metal_stack.png
Only two layers are drawn.
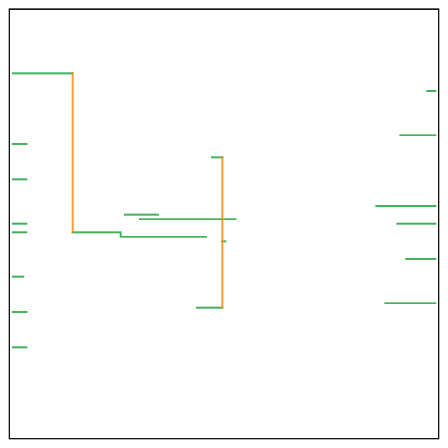
final_placement.png
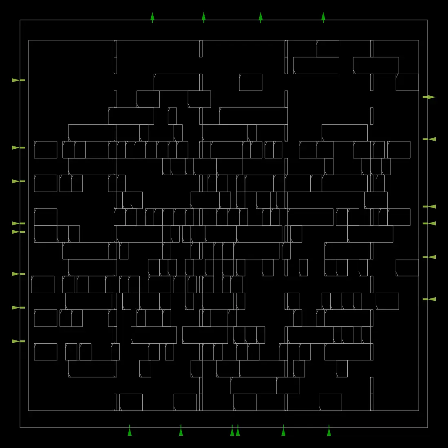
registers.png
Other sequential cells in the stronger gray, the rest of the logic in the fainter gray.
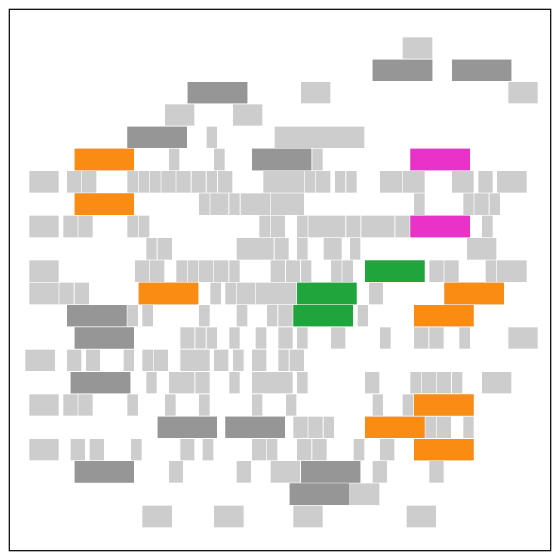
port_nets.png
The bar under the picture is 20 um long.
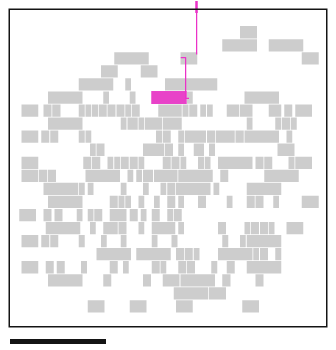
met2.png
The bar under the picture is 20 um long.
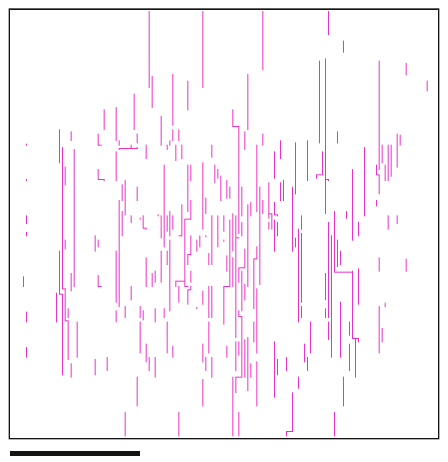
==> config.mk <==
export PLATFORM = sky130hd
export DESIGN_NAME = serial_mag_comp
export DESIGN_NICKNAME = d
export VERILOG_FILES = /design/src/rtl/serial_mag_comp.sv
export SDC_FILE = /design/constraint.sdc
export NUM_CORES = 1
export LEC_CHECK = 0
export ABC_AREA = 1
export CAP_MARGIN = 20
export CORE_UTILIZATION = 30
export DETAILED_ROUTE_END_ITERATION = 7
export GPL_ROUTABILITY_DRIVEN = 0
export RECOVER_POWER = 50
export SYNTH_ARGS = -nofsm -noshare
export SYNTH_HDL_FRONTEND = slang
export SYNTH_SLANG_ARGS = --single-unit
==> constraint.sdc <==
create_clock -name clk -period 3.7 [get_ports clk]
set_input_delay 0.37 -clock clk [delete_from_list [all_inputs] [get_ports clk]]
set_output_delay 0.37 -clock clk [all_outputs]
set_load 0.01 [all_outputs]
==> run summary <==
status -> finished clean
Finished Cell Area -> 1550 um2
Pre-Place Util -> 0.324
Root Buffer -> clkbuf_8
grt met3 use -> 0.0207
first-pass GRT wire length -> 4040 um
Post-CTS Setup Bufs -> 0
Post-synth seq share -> 0.426
CTS Buffer Depth -> 2
Worst Path Arrival -> 1.84 ns
MUX share of area -> 0
tool warnings -> 27
crit-path max FO -> 11
placed cell count -> 238
Worst path depth -> 11
slew margin rel. -> 0.600
cells along the critical path -> inv_6 -> nand2_1 -> nand3_1 -> nand3_1 -> nand2_1 -> nand2_2 -> nand2_4 -> nand2_4 -> nand2_2 -> nand2_1 -> nand3_1
simple share -> 0.266
asr flop ratio synth -> 0
Max-area cell share -> 0.426
number of CTS-inserted buffers -> 3
pin count of the biggest net entering global routing -> 42
row cnt -> 22
worst hold stages -> 2
FF-to-FF path depth -> 11
Max H-tree Level -> 1
clk slew on worst S/H paths -> 0.09 ns
initial antenna violation count -> 0
final setup vio count -> 0
CP startpoint kind -> flop
fin crit share -> 0.459
Tightest Pin Transition -> 0.599 ns
pre-CTS setup slack -> 1.96 ns
Fmax -> 589 MHz
Max-cap violations -> 0
Synth Flop Type -> dfxtp_1
path type of the worst setup path -> flop to flop
Netlist Area Pre-Place -> 1220 um2
Antenna Cells -> 0
met2 wire length -> 1050 um
PwrDens -> 646 nW/um2
skew final -> 0.00595 ns
Leak -> 0.706 nW
Dominant combinational family -> simple AND/OR/NAND/NOR gates
reg-to-reg slack, setup -> 2.00 ns
Synth top cells by count -> 39 x nand2_1, 26 x dfxtp_1, 23 x inv_1, 22 x a21oi_1, 19 x nand3_1
Back to the opening pictures, metal_stack.png:
color	layer	wire length
orange	met4	47.6 um
green	met3	104 um
Vias: 1085
total track usage: 0.123
Wirelength per Cell: 10.1 um
total routed wirelength: 2440 um

Back to the opening pictures, final_placement.png:
# fillers: 400
non-filler cells, final: 242
core box area: 3770 um2
flop share of the area: 0.335

Back to the opening pictures, registers.png:
color	netlist name	flops
magenta	state	2
green	idx	3
orange	b_r	8
not colored	13
sequential power: 0.375 mW
Layout Utilization: 0.412
FF+latch area: 520 um2

Back to the opening pictures, port_nets.png:
color	port	bits	direction	end cells	wire
magenta	eq	1	output	1	19.1 um
I/O Buffers: 23
IO Pins: 24

Back to the opening pictures, met2.png:
main direction	vertical
nets with wire on the layer	159
longest straight run	23.8 um
met2 Usage GRT: 0.198

[where the power goes]
group	internal, mW	total [mW]	switching, mW
combinational	0.152	0.394	0.241
sequential	0.337	0.375	0.0380
clock	0.145	0.236	0.0910
[placed cells by master, fill, tap and decap left out, drive strengths merged]
cell type and n:
nand2 44, dfxtp 26, inv 25, a21oi 22
nand3 21, o21ai 18, clkdlybuf4s50 18, nor2 6
dlygate4sd3 5, clkbuf 3, a211oi 2, ha 2
bufinv 1, buf 1
[final cells by class]
class                           instances  area (um2)  area share
Multi-Input combinational cell        115         566       0.364
Clock buffer                            3        41.3      0.0266
Inverter                               25        98.8      0.0636
Clock inverter                          1        30.0      0.0193
Tap cell                               48        60.1      0.0386
Timing Repair Buffer                   24         238       0.153
Sequential cell                        26         520       0.335
Power is estimated from default activity; no workload was simulated.
